$ cat src/rtl/pbit_sched_pkg.sv
// Shared types and constants for the p-bit sweep scheduler.
// I_0 is unsigned Q4.3 throughout.
package pbit_sched_pkg;

  typedef enum logic [1:0] {
    StIdle,
    StRun,
    StFinish
  } state_e;

  localparam int unsigned I0_W = 8;
  localparam logic [I0_W-1:0] ONE = 8'd8;

  // Sum is formed one bit wider so a carry out still saturates to lim.
  function automatic logic [I0_W-1:0] sat_add(input logic [I0_W-1:0] a,
                                              input logic [I0_W-1:0] b,
                                              input logic [I0_W-1:0] lim);
    logic [I0_W:0] sum;
    sum = {1'b0, a} + {1'b0, b};
    return (sum > {1'b0, lim}) ? lim : sum[I0_W-1:0];
  endfunction

endpackage

$ cat src/rtl/beta_ramp.sv
// Annealing ramp: counts completed sweeps and steps I_0 towards BETA_MAX
// every SWEEPS_PER_STEP sweeps while enabled.
module beta_ramp
  import pbit_sched_pkg::*;
#(
  parameter logic [I0_W-1:0] BETA_START      = ONE,
  parameter logic [I0_W-1:0] BETA_STEP       = 8'd2,
  parameter logic [I0_W-1:0] BETA_MAX        = 8'd64,
  parameter int unsigned     SWEEPS_PER_STEP = 16
) (
  input  logic            clk,
  input  logic            reset_n,
  input  logic            clear,
  input  logic            sweep_tick,
  input  logic            enable,
  output logic [I0_W-1:0] I_0
);

  localparam int unsigned StepW = $clog2(SWEEPS_PER_STEP + 1);

  logic [StepW-1:0] step_q, step_d;
  logic [I0_W-1:0]  i0_q, i0_d;

  always_comb begin
    step_d = step_q;
    i0_d   = i0_q;
    if (clear) begin
      step_d = '0;
      i0_d   = BETA_START;
    end else if (enable && sweep_tick) begin
      if (step_q == StepW'(SWEEPS_PER_STEP - 1)) begin
        step_d = '0;
        i0_d   = sat_add(i0_q, BETA_STEP, BETA_MAX);
      end else begin
        step_d = step_q + StepW'(1);
      end
    end
  end

  always_ff @(posedge clk or negedge reset_n) begin
    if (!reset_n) begin
      step_q <= '0;
      i0_q   <= BETA_START;
    end else begin
      step_q <= step_d;
      i0_q   <= i0_d;
    end
  end

  assign I_0 = i0_q;

endmodule

$ cat src/rtl/pbit_sweep_scheduler.sv
// Start/stop controlled sweep sequencer: walks colour groups with a fixed
// settle time, counts sweeps and drives the annealed I_0.
module pbit_sweep_scheduler
  import pbit_sched_pkg::*;
#(
  parameter int unsigned     NUM_GROUPS      = 4,
  parameter int unsigned     SETTLE_CYCLES   = 4,
  parameter int unsigned     SWEEP_W         = 16,
  parameter logic [I0_W-1:0] BETA_START      = ONE,
  parameter logic [I0_W-1:0] BETA_STEP       = 8'd2,
  parameter logic [I0_W-1:0] BETA_MAX        = 8'd64,
  parameter int unsigned     SWEEPS_PER_STEP = 16
) (
  input  logic                             clk,
  input  logic                             reset_n,
  input  logic                             start,
  input  logic                             stop,
  input  logic [SWEEP_W-1:0]               num_sweeps,
  input  logic                             anneal_EN,
  output logic [$clog2(NUM_GROUPS)-1:0]    group_EN,
  output logic                             group_valid,
  output logic [$clog2(SETTLE_CYCLES)-1:0] phase,
  output logic [I0_W-1:0]                  I_0,
  output logic [SWEEP_W-1:0]               sweep_cnt,
  output logic                             busy,
  output logic                             done
);

  localparam int unsigned GrpW = $clog2(NUM_GROUPS);
  localparam int unsigned PhW  = $clog2(SETTLE_CYCLES);

  state_e             state_q, state_d;
  logic [GrpW-1:0]    group_q, group_d;
  logic [PhW-1:0]     phase_q, phase_d;
  logic [SWEEP_W-1:0] sweep_q, sweep_d;
  logic [SWEEP_W-1:0] num_q, num_d;
  logic               anneal_q, anneal_d;
  logic               stop_pend_q, stop_pend_d;

  logic phase_last, group_last, count_end, sweep_tick, ramp_clear;

  assign phase_last = (phase_q == PhW'(SETTLE_CYCLES - 1));
  assign group_last = (group_q == GrpW'(NUM_GROUPS - 1));
  // num_q is nonzero here, so the subtraction cannot underflow.
  assign count_end  = (num_q != '0) && (sweep_q == num_q - SWEEP_W'(1));
  assign sweep_tick = (state_q == StRun) && phase_last && group_last;
  assign ramp_clear = (state_q == StIdle) && start;

  always_comb begin
    state_d     = state_q;
    group_d     = group_q;
    phase_d     = phase_q;
    sweep_d     = sweep_q;
    num_d       = num_q;
    anneal_d    = anneal_q;
    stop_pend_d = stop_pend_q;
    unique case (state_q)
      StIdle: begin
        stop_pend_d = 1'b0;
        if (start) begin
          state_d  = StRun;
          num_d    = num_sweeps;
          anneal_d = anneal_EN;
          sweep_d  = '0;
          group_d  = '0;
          phase_d  = '0;
        end
      end
      StRun: begin
        stop_pend_d = stop_pend_q | stop;
        if (phase_last) begin
          phase_d = '0;
          if (group_last) begin
            group_d = '0;
            sweep_d = (&sweep_q) ? sweep_q : sweep_q + SWEEP_W'(1);
            // A stop seen in the sweep's final cycle still ends this sweep.
            if (count_end || stop_pend_q || stop) state_d = StFinish;
          end else begin
            group_d = group_q + GrpW'(1);
          end
        end else begin
          phase_d = phase_q + PhW'(1);
        end
      end
      StFinish: begin
        state_d     = StIdle;
        stop_pend_d = 1'b0;
      end
      default: state_d = StIdle;
    endcase
  end

  always_ff @(posedge clk or negedge reset_n) begin
    if (!reset_n) begin
      state_q     <= StIdle;
      group_q     <= '0;
      phase_q     <= '0;
      sweep_q     <= '0;
      num_q       <= '0;
      anneal_q    <= 1'b0;
      stop_pend_q <= 1'b0;
    end else begin
      state_q     <= state_d;
      group_q     <= group_d;
      phase_q     <= phase_d;
      sweep_q     <= sweep_d;
      num_q       <= num_d;
      anneal_q    <= anneal_d;
      stop_pend_q <= stop_pend_d;
    end
  end

  beta_ramp #(
    .BETA_START     (BETA_START),
    .BETA_STEP      (BETA_STEP),
    .BETA_MAX       (BETA_MAX),
    .SWEEPS_PER_STEP(SWEEPS_PER_STEP)
  ) u_beta_ramp (
    .clk       (clk),
    .reset_n   (reset_n),
    .clear     (ramp_clear),
    .sweep_tick(sweep_tick),
    .enable    (anneal_q),
    .I_0       (I_0)
  );

  assign group_EN    = group_q;
  assign phase       = phase_q;
  assign sweep_cnt   = sweep_q;
  assign group_valid = (state_q == StRun);
  assign busy        = (state_q != StIdle);
  assign done        = (state_q == StFinish);

endmodule

$ cat config.mk
export PLATFORM = sky130hd
export DESIGN_NAME = pbit_sweep_scheduler
export DESIGN_NICKNAME = d
export VERILOG_FILES = /design/src/rtl/pbit_sched_pkg.sv /design/src/rtl/beta_ramp.sv /design/src/rtl/pbit_sweep_scheduler.sv
export SDC_FILE = /design/constraint.sdc
export NUM_CORES = 1
export LEC_CHECK = 0
export CAP_MARGIN = 20
export CELL_PAD_IN_SITES_DETAIL_PLACEMENT = 1
export CELL_PAD_IN_SITES_GLOBAL_PLACEMENT = 2
export CORE_ASPECT_RATIO = 2
export CORE_MARGIN = 1.5
export CORE_UTILIZATION = 29
export CTS_CLUSTER_SIZE = 30
export DETAILED_ROUTE_END_ITERATION = 12
export HOLD_SLACK_MARGIN = 0.02
export PLACE_DENSITY_LB_ADDON = 0.1
export SYNTH_ARGS = -nofsm -noshare
export SYNTH_HDL_FRONTEND = slang
export SYNTH_SLANG_ARGS = --single-unit
export TNS_END_PERCENT = 1
$ cat constraint.sdc
create_clock -name clk -period 2.8 [get_ports clk]
set_input_delay 0.84 -clock clk [delete_from_list [all_inputs] [get_ports clk]]
set_output_delay 0.84 -clock clk [all_outputs]
set_load 0.02 [all_outputs]
==> out/results.ini <==
[clock_network]
tritoncts = yes
cts_post_setup_buffers_inserted = 0
clock_sinks = 52
cts_buffers = 5
root_buffer = clkbuf_16
ctsHoldBuffers = 0

[global_route]
grt_pass1_wl_mm = 15.4
grt_usage_pct = 17.6
grt_pass1_vias = 2995
antenna_found_initial = 0
overflow = 0
grt_max_degree = 23

[die]
coreArea_um2 = 10500
die_y_um = 149
nWellTaps = 137
io_pins = 52
row_count = 53
fp_util_pct = 29.5
die_w_um = 76.0
die_area_um2 = 11300

[pwr]
p_leak_nw = 1.72
top_power_group = combinational cells
pwr-share-clk_pct = 19.6
power.switching_mw = 1.42
p_seq_mw = 1.26
seq_power_share_pct = 35.0
pg_comb_mw = 1.64
swShare_pct = 39.4
p_int_mw = 2.19
vdd.ir_drop.worst_uv = 330

[drt]
drc = 0
drtIter0Drc = 64
dr_wl_met3_um = 173
drt-met1-wl_mm = 3.49
antenna_left = 0
met2WireLength_mm = 5.49
routed.top_layer = met4
first_pass_iters = 4
avgViaCountPerCell = 5.04

[worst_setup_path]
critPathLaunchType = register
endpoint = group_valid
cp_max_fo = 8
r2r_slack_ps = 130
critPathBufInv = 2
criticalPathCategory = reg -> out
crit_chain = or2b_2 -> inv_1 -> clkdlybuf4s50_1
critPathTopFamily = buffers and inverters
r2r_start = num_q[9]
r2r_end = state_q[0]
slowest_delay_ps = 610
reg2reg_depth = 6
cp.depth = 3
worstSetupEndpointType = output port

[worst_hold_path]
hold_path_end = stop_pend_q
worstHoldStart = stop_pend_q
hold_depth = 1

[synthesis]
ys_sh_adder_pct = 2.43
syn_area_per_cell_um2 = 8.84
area_leaders = dfrtp_1 41%, nand2_1 7.8%, xor2_1 5.7%, xnor2_1 4.5%, nor2_1 3.2%
synth_warnings = 0
ys_sh_simple_pct = 29.2
top_logic_kind = simple AND/OR/NAND/NOR gates
ys_seq_share_pct = 42.1
synth_cells = 350
synth-area-yosys_um2 = 3090
ys_cells = 350
synth-compound-area-share_pct = 11.3
edf_count = 0
xor_area_share_pct = 10.2
ys_sh_mux_pct = 1.42
numSynthFlops = 52
fp_nets = 377
synth.most_common_cell = nand2_1
largest_area_cell = dfrtp_1
async_flop_share_pct = 100
yosys_most_used_dff = dfrtp_1
synth_cell_types = 58
top_cell_area_share_pct = 41.2
syn-cell-area_um2 = 3090

[sta]
hold_viol_final = 0
slew_headroom_pct = 54.9
tightestPinTransition_ps = 675
finalClockPeriodUsage_pct = 96.5
worst_slack_ps = 97.7
skew_ps = 8.39
fmax_mhz = 370
period_needed_ps = 2700
setup_tns_ps = 0

[layout]
nets = 442
area.sequential_um2 = 1300
comb_cells = 274
clock_area_share_pct = 4.06
n_all_inverters = 9
comb_area_share_pct = 42.0
areaGrowthSynthToFinish_pct = 30.4
buffers = 73
fill_cells = 1274
layout-drive-gt1-share_pct = 10.8
flops = 52
buffer_area_share_pct = 16.6
seqAreaFraction_pct = 32.3

[place]
dp_hpwl_mm = 7.33
place.gp.congestion = 0.791
portBuffers = 50
dp_slack_ps = 118

[outcome]
status = finished, final reports clean

## run 1: cell families (layout without fill, tap and decap cells)
group / count (synthesis) / after routing
flops: 52 / 52
simple gates: 176 / 176
fa+ha+maj: 6 / 6
other cells: 1 / 1
compound gates: 51 / 51
xor+xnor: 36 / 36
mux: 4 / 4
buf+inv: 24 / 90
## run 1: sequential cells by signal, summed over array words and instances, names as in the netlist
signal              cells
anneal_q                1
u_beta_ramp.I_0         7
phase                   2
sweep_cnt              16
group_EN                2
stop_pend_q             1
num_q                  16
state_q                 2
u_beta_ramp.step_q      5
## run 1: stage by stage
stage          area (um2)  total power [mW]  cells
6_report             4040              3.61    553
5_1_grt              4040              3.90    553
2_1_floorplan        3090              2.26    350
4_1_cts              4030              3.67    553
3_3_place_gp         3870              2.91    545
3_5_place_dp         3870              2.94    545
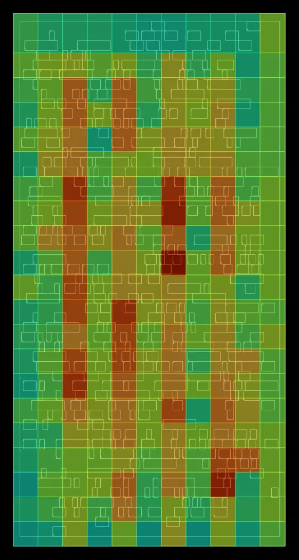
Figure 1: run 1, routing congestion map.
routing usage on met1: 18.0%
met3 usage: 2.51%
Finished Core Util: 38.5%
WL/cell: 16.9 um
Top Usage Layer GRT: met2

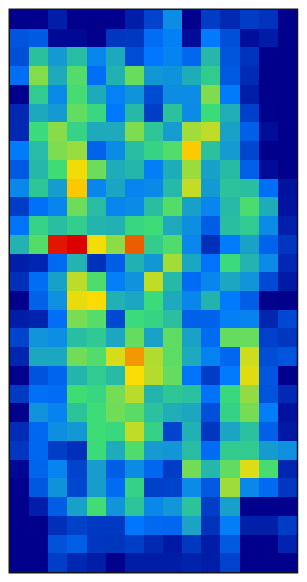
Figure 2: run 1, signal metal coverage by tile.
The die is cut into 15 by 30 equal tiles; dark blue is low, red is high, scaled to the fullest tile. Values are wire area over tile area, all layers added.
tiles over half the peak	16%
densest ninth of the die	centre
mean over tiles	0.13

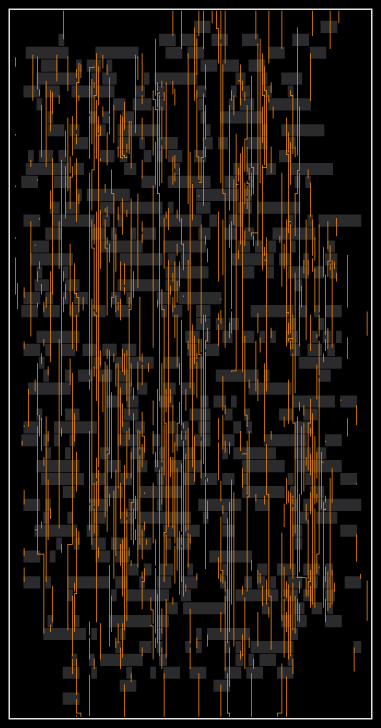
Figure 3: run 1, the metal 2 layer.
main direction	vertical
share of all routed wire	59%
wire length on this layer	5,490 um
nets with wire on the layer	391
final WL: 9.33 mm
GR Util met2: 35.6%
Via Count: 2,785

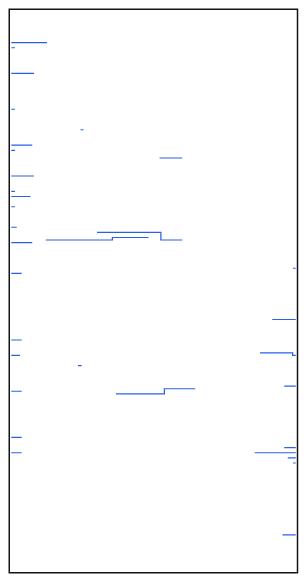
Figure 4: run 1, metal 3.
share of all routed wire	1.9%
main direction	horizontal
longest straight run	17.5 um
wire length on this layer	174 um
nets with wire on the layer	29

No activity file was given, so power comes from the tool's default toggle rates.
